`config.mk`:
```
export PLATFORM = sky130hd
export DESIGN_NAME = eth_rx_demux
export DESIGN_NICKNAME = d
export VERILOG_FILES = /design/src/rtl/eth_pkg.sv /design/src/rtl/axis_skid_slice.sv /design/src/rtl/eth_rx_demux.sv
export SDC_FILE = /design/constraint.sdc
export NUM_CORES = 2
export LEC_CHECK = 0
export CAP_MARGIN = 20
export CORE_AREA = 2 2 643 645
export DETAILED_ROUTE_END_ITERATION = 10
export DIE_AREA = 0 0 645 647
export SLEW_MARGIN = 20
export SYNTH_ARGS = -nofsm -noshare
export SYNTH_HDL_FRONTEND = slang
export SYNTH_SLANG_ARGS = --single-unit
```
`constraint.sdc`:
```
create_clock -name clk -period 4.7 [get_ports clk]
set_input_delay 1.41 -clock clk [delete_from_list [all_inputs] [get_ports clk]]
set_output_delay 1.41 -clock clk [all_outputs]
set_load 0.03 [all_outputs]
```
`src/rtl/eth_pkg.sv`:
```
// Shared definitions for the Ethernet RX demux: widths, route encodings, FSM states.
package eth_pkg;

    localparam int DW_DEF = 512;
    localparam int CW_DEF = 32;

    localparam logic ROUTE_XMIT = 1'b0;
    localparam logic ROUTE_LOOP = 1'b1;

    typedef enum logic {
        S_SOP  = 1'b0,
        S_BODY = 1'b1
    } rx_state_e;

endpackage

```
`src/rtl/axis_skid_slice.sv`:
```
// Two-entry AXI-stream register slice: one clock of latency, full throughput,
// upstream ready taken from a flop so no combinational path crosses the slice.
module axis_skid_slice #(
    parameter int DW = 512
) (
    input  logic          clk,
    input  logic          reset,
    input  logic [DW-1:0] s_tdata_i,
    input  logic          s_tlast_i,
    input  logic          s_tvalid_i,
    output logic          s_tready_o,
    output logic [DW-1:0] m_tdata_o,
    output logic          m_tlast_o,
    output logic          m_tvalid_o,
    input  logic          m_tready_i
);

    logic [DW-1:0] main_data_q, main_data_d, skid_data_q, skid_data_d;
    logic          main_last_q, main_last_d, skid_last_q, skid_last_d;
    logic          main_valid_q, main_valid_d, skid_valid_q, skid_valid_d;
    logic          ready_q;
    logic          s_fire, m_fire;

    assign s_fire = s_tvalid_i && ready_q;
    assign m_fire = main_valid_q && m_tready_i;

    always_comb begin
        main_data_d  = main_data_q;
        main_last_d  = main_last_q;
        main_valid_d = main_valid_q;
        skid_data_d  = skid_data_q;
        skid_last_d  = skid_last_q;
        skid_valid_d = skid_valid_q;
        if (skid_valid_q) begin
            // Upstream is held off while the skid entry is occupied.
            if (m_fire) begin
                main_data_d  = skid_data_q;
                main_last_d  = skid_last_q;
                skid_valid_d = 1'b0;
            end
        end else if (!main_valid_q || m_fire) begin
            main_valid_d = s_fire;
            if (s_fire) begin
                main_data_d = s_tdata_i;
                main_last_d = s_tlast_i;
            end
        end else if (s_fire) begin
            skid_data_d  = s_tdata_i;
            skid_last_d  = s_tlast_i;
            skid_valid_d = 1'b1;
        end
    end

    always_ff @(posedge clk) begin
        if (reset) begin
            main_data_q  <= '0;
            main_last_q  <= 1'b0;
            main_valid_q <= 1'b0;
            skid_data_q  <= '0;
            skid_last_q  <= 1'b0;
            skid_valid_q <= 1'b0;
            ready_q      <= 1'b0;
        end else begin
            main_data_q  <= main_data_d;
            main_last_q  <= main_last_d;
            main_valid_q <= main_valid_d;
            skid_data_q  <= skid_data_d;
            skid_last_q  <= skid_last_d;
            skid_valid_q <= skid_valid_d;
            ready_q      <= !skid_valid_d;
        end
    end

    assign s_tready_o = ready_q;
    assign m_tdata_o  = main_data_q;
    assign m_tlast_o  = main_last_q;
    assign m_tvalid_o = main_valid_q;

endmodule

```
`src/rtl/eth_rx_demux.sv`:
```
// Splits the MAC RX stream into host (xmit) and loopback streams, choosing the
// destination once per packet; disabled destinations have their packets discarded.
module eth_rx_demux
    import eth_pkg::*;
#(
    parameter int DW = DW_DEF,
    parameter int CW = CW_DEF
) (
    input  logic          clk,
    input  logic          reset,
    input  logic          port_select,
    input  logic          xmit_enable,
    input  logic          loop_enable,
    input  logic [DW-1:0] axis_in_tdata,
    input  logic          axis_in_tlast,
    input  logic          axis_in_tvalid,
    output logic          axis_in_tready,
    output logic [DW-1:0] axis_xmit_tdata,
    output logic          axis_xmit_tlast,
    output logic          axis_xmit_tvalid,
    input  logic          axis_xmit_tready,
    output logic [DW-1:0] axis_loop_tdata,
    output logic          axis_loop_tlast,
    output logic          axis_loop_tvalid,
    input  logic          axis_loop_tready,
    output logic [CW-1:0] xmit_pkts,
    output logic [CW-1:0] loop_pkts,
    output logic [CW-1:0] drop_pkts
);

    rx_state_e     state_q, state_d;
    logic          route_q, route_d, drop_q, drop_d;
    logic          run_q;
    logic [CW-1:0] xmit_pkts_q, xmit_pkts_d, loop_pkts_q, loop_pkts_d;
    logic [CW-1:0] drop_pkts_q, drop_pkts_d;
    logic          route_cur, drop_cur, in_fire;
    logic          xmit_s_valid, xmit_s_ready, loop_s_valid, loop_s_ready;

    // First beat decides from live inputs; later beats follow the latched decision.
    always_comb begin
        route_cur = route_q;
        drop_cur  = drop_q;
        if (state_q == S_SOP) begin
            route_cur = port_select;
            drop_cur  = (port_select == ROUTE_LOOP) ? !loop_enable : !xmit_enable;
        end
    end

    assign axis_in_tready = drop_cur ? run_q
                          : ((route_cur == ROUTE_LOOP) ? loop_s_ready : xmit_s_ready);
    assign in_fire        = axis_in_tvalid && axis_in_tready;
    assign xmit_s_valid   = axis_in_tvalid && !drop_cur && (route_cur == ROUTE_XMIT);
    assign loop_s_valid   = axis_in_tvalid && !drop_cur && (route_cur == ROUTE_LOOP);

    always_comb begin
        state_d = state_q;
        route_d = route_q;
        drop_d  = drop_q;
        case (state_q)
            S_SOP: begin
                if (in_fire) begin
                    route_d = route_cur;
                    drop_d  = drop_cur;
                    if (!axis_in_tlast) state_d = S_BODY;
                end
            end
            S_BODY: begin
                if (in_fire && axis_in_tlast) state_d = S_SOP;
            end
            default: state_d = S_SOP;
        endcase
    end

    always_comb begin
        xmit_pkts_d = xmit_pkts_q;
        loop_pkts_d = loop_pkts_q;
        drop_pkts_d = drop_pkts_q;
        if (in_fire && axis_in_tlast) begin
            if (drop_cur)                      drop_pkts_d = drop_pkts_q + 1'b1;
            else if (route_cur == ROUTE_LOOP)  loop_pkts_d = loop_pkts_q + 1'b1;
            else                               xmit_pkts_d = xmit_pkts_q + 1'b1;
        end
    end

    always_ff @(posedge clk) begin
        if (reset) begin
            state_q     <= S_SOP;
            route_q     <= ROUTE_XMIT;
            drop_q      <= 1'b0;
            run_q       <= 1'b0;
            xmit_pkts_q <= '0;
            loop_pkts_q <= '0;
            drop_pkts_q <= '0;
        end else begin
            state_q     <= state_d;
            route_q     <= route_d;
            drop_q      <= drop_d;
            run_q       <= 1'b1;
            xmit_pkts_q <= xmit_pkts_d;
            loop_pkts_q <= loop_pkts_d;
            drop_pkts_q <= drop_pkts_d;
        end
    end

    assign xmit_pkts = xmit_pkts_q;
    assign loop_pkts = loop_pkts_q;
    assign drop_pkts = drop_pkts_q;

    axis_skid_slice #(.DW(DW)) u_xmit_slice (
        .clk        (clk),
        .reset      (reset),
        .s_tdata_i  (axis_in_tdata),
        .s_tlast_i  (axis_in_tlast),
        .s_tvalid_i (xmit_s_valid),
        .s_tready_o (xmit_s_ready),
        .m_tdata_o  (axis_xmit_tdata),
        .m_tlast_o  (axis_xmit_tlast),
        .m_tvalid_o (axis_xmit_tvalid),
        .m_tready_i (axis_xmit_tready)
    );

    axis_skid_slice #(.DW(DW)) u_loop_slice (
        .clk        (clk),
        .reset      (reset),
        .s_tdata_i  (axis_in_tdata),
        .s_tlast_i  (axis_in_tlast),
        .s_tvalid_i (loop_s_valid),
        .s_tready_o (loop_s_ready),
        .m_tdata_o  (axis_loop_tdata),
        .m_tlast_o  (axis_loop_tlast),
        .m_tvalid_o (axis_loop_tvalid),
        .m_tready_i (axis_loop_tready)
    );

endmodule
```
### Met4 routing

The bar under the picture is 200 um long. Cells faint in the background.
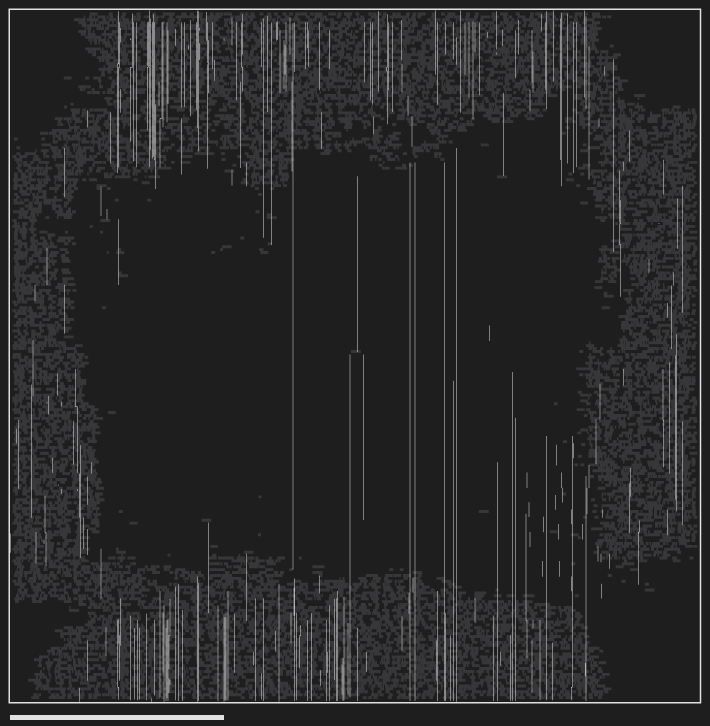
222 nets have wire on it. The longest straight run is 518 um. The layer holds 5.6% of the routed length. The layer carries 20.1 mm of wire. The wires run mostly vertical.
vias post-DR: 74330
Total Routed Length: 363 mm

### Clock wiring as the flow saved it

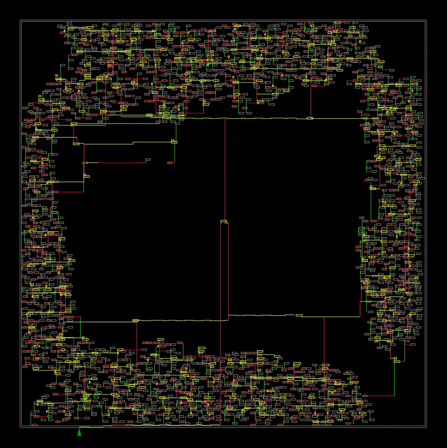
Layout Skew: 0.0761 ns
Inserted Clock Buffers: 262
clk pwr: 20.9 mW
clk latency late pin: 0.95 ns
CTS Sinks: 2158

### Routed metal, one colour a layer

Only two layers are drawn.
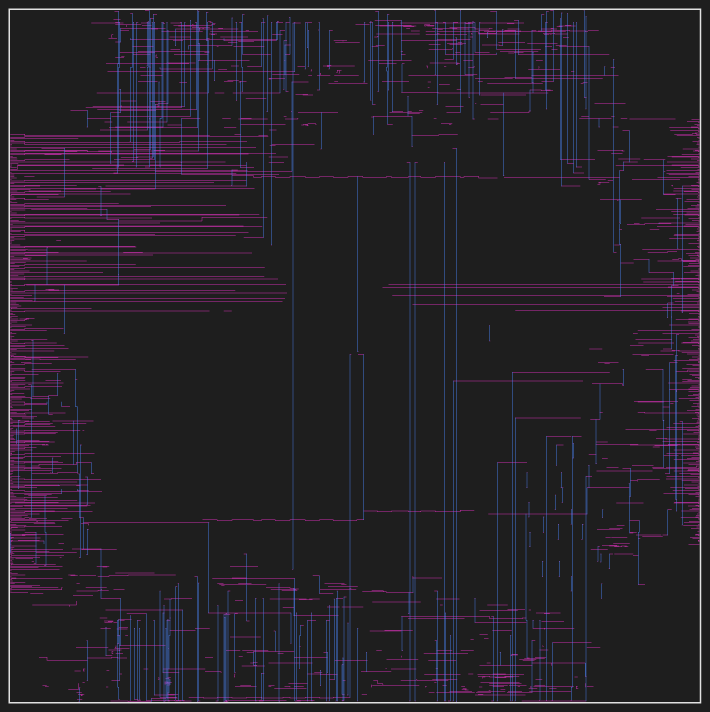
metal 3: in magenta, wire length 33.0 mm. metal 4: in blue, wire length 20.1 mm.
gr usage total: 16.4%
Wirelength per Cell: 21.7 um

### M2 wires

Cells faint in the background.
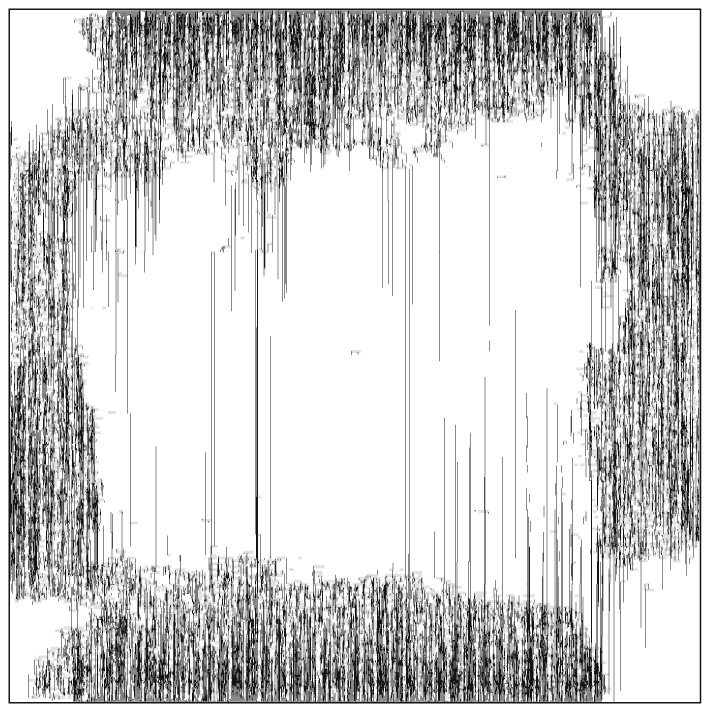
The wires run mostly vertical. The layer carries 167 mm of wire.

==> changes_impl.md <==
### Implementation results

- Status: finished clean
- Max-Cap Viols: 0
- Fin. Hold Viols: 0
- Final Cycle Share: 96.6%
- Area of the core: 411000 sq um
- Number of gates resized after cts: 0
- Die width: 645 um
- Die height: 647 um
- Worst-Margin Slew: 1.15 ns
- Maximum vdd drop: 342 uV
- Worst min path class: register to register
- Critical path's slowest cell: clkdlybuf4s50_1
- Internal power: 32.7 mW
- Min Tclk post-route: 4.54 ns
- DRC: 0
- # Post-CTS Setup Buffers: 0
- # setup viols final: 0
- DP HPWL: 271 mm
- First-pass DRT Iterations: 5
- Post-synthesis to final-layout area growth: 38.2%
- Layout Nets: 11511
- Fmax: 0.220 GHz
- Setup TNS: 0 ns
- CP required: 3.29 ns
- Most used cell, CP: mux2_2
- Clock Power Share: 47.1%
- Clock Pin Slew Worst Setup and Hold Paths: 0.05 ns
- Crit path max fanout: 4
- Most frequent cells after synthesis: 2158 x dfxtp_1, 2093 x nand2_1, 1083 x a21oi_1
- H-tree depth: 5
- First-pass GRT wire length: 504 mm
- # IOs: 1646
- Gate power share: 10.1%
- Pin count of the biggest net entering global routing: 147
- Port buffer count: 1645
- Post-route ant nets: 0
- Top-area cell type share of the netlist area: 51.4%
- Post-synthesis cell type with the largest instance count: dfxtp_1
- FP Rows: 236
- CTS Buffer Depth: 4
- Final Slew Violations: 0
- Crit end category: output port
- Antenna violations before repair: 77
- Post-Syn Area per Cell: 8.71 sq um
- Mapped Cells: 9644
- Crit path launch type: input port
- Full die area: 417000 sq um
- Share of cells above drive strength 1: 6.21%
- P_leak: 35.2 nW
- Post-synth regs: 2158
-- worst register-to-register path, delay by kind of cell (launching register included) --
family,cells,cell delay (ns)
buffers and inverters,3,1.08
and+or+nand+nor,3,0.78
DFF,1,0.61
muxes,1,0.38
AOI/OAI and AO/OA,1,0.14
-- cells in the final DEF (no fill, tap or decap), drive strengths merged, types with 41 or more instances in the layout --
cell type      synthesis  layout
diode                  0      43
a211oi              1030    1030
nor2                1080    1080
clkbuf               736     374
nand2               2093    2093
nand3                 41      41
mux2i               1030    1030
dfxtp               2158    2158
clkdlybuf4s50          0    1640
clkinv                 0      55
buf                   92     267
a21oi               1083    1083
-- stage by stage --
step	std cells	power [mW]	setup WS, ns	hold WS (ns)	util, %
2_1_floorplan	9644	21.4	0.846	0.436	-
3_3_place_gp	16197	23.8	0.169	0.440	26.1
3_5_place_dp	16197	23.9	0.172	0.446	26.1
4_1_cts	16660	44.8	0.169	0.454	28.2
5_1_grt	16698	45.8	0.141	0.464	28.3
6_report	16703	44.3	0.157	0.450	28.3
-- registers in the layout (all words and copies together) (netlist names), named ones only --
signal and cells:
u_loop_slice.m_tdata_o 512, u_loop_slice.skid_data_q 512, u_xmit_slice.m_tdata_o 512, u_xmit_slice.skid_data_q 512, drop_pkts 32, loop_pkts 32
xmit_pkts 32, drop_q 1, route_q 1, run_q 1, u_loop_slice.m_tlast_o 1, u_loop_slice.m_tvalid_o 1
u_loop_slice.s_tready_o 1, u_loop_slice.skid_last_q 1, u_loop_slice.skid_valid_q 1, u_xmit_slice.m_tlast_o 1, u_xmit_slice.m_tvalid_o 1, u_xmit_slice.s_tready_o 1
u_xmit_slice.skid_last_q 1, u_xmit_slice.skid_valid_q 1
-- cell families (layout without fill, tap and decap cells) --
group,Yosys count,after routing,synth area share [%]
and+or+nand+nor,3383,3383,15.8
AOI/OAI and AO/OA,2177,2177,16.1
DFF,2158,2158,51.4
muxes,1033,1033,12.3
buffers and inverters,846,2388,3.88
xor gates and xnor gates,44,44,0.459
adders and majority gates,3,3,0.0447
other,0,43,0
-- metal layers --
metal,GRT usage (%),vias up,wire [um]
li1,-,36053,-
met1,18.9,35328,142000
met2,26.3,2267,167000
met3,5.97,654,33000
met4,8.70,28,20100
met5,0,-,183
-- worst paths after layout --
path                                   end  slack (ns)  cells after the start
max                         axis_in_tready        0.16                      6
min          u_xmit_slice.skid_data_q[136]        0.45                      2
max reg2reg   u_xmit_slice.skid_data_q[89]        1.62                      8
min reg2reg  u_xmit_slice.skid_data_q[136]        0.45                      2
-- area by class of cell --
type                            count  area, sq um
Sequential cell                  2158        43200
Tap cell                         5474         6850
Multi-Input combinational cell   6640        37600
Fill cell                       43663       295000
Clock buffer                      374         7610
Timing Repair Buffer             1907        19500
Inverter                           18         67.6
Antenna cell                       43          108
Clock inverter                     89         1140
-- power by group through the flow --
stage	clock network [mW]	registers, mW	logic (mW)
6_report	20.9	19.0	4.45
5_1_grt	22.0	19.0	4.72
4_1_cts	21.3	19.0	4.50
3_5_place_dp	0	19.4	4.48
3_3_place_gp	0	19.4	4.47
2_1_floorplan	0	20.1	1.26
Power figures rest on the tool's default switching activity, not on a simulated workload.
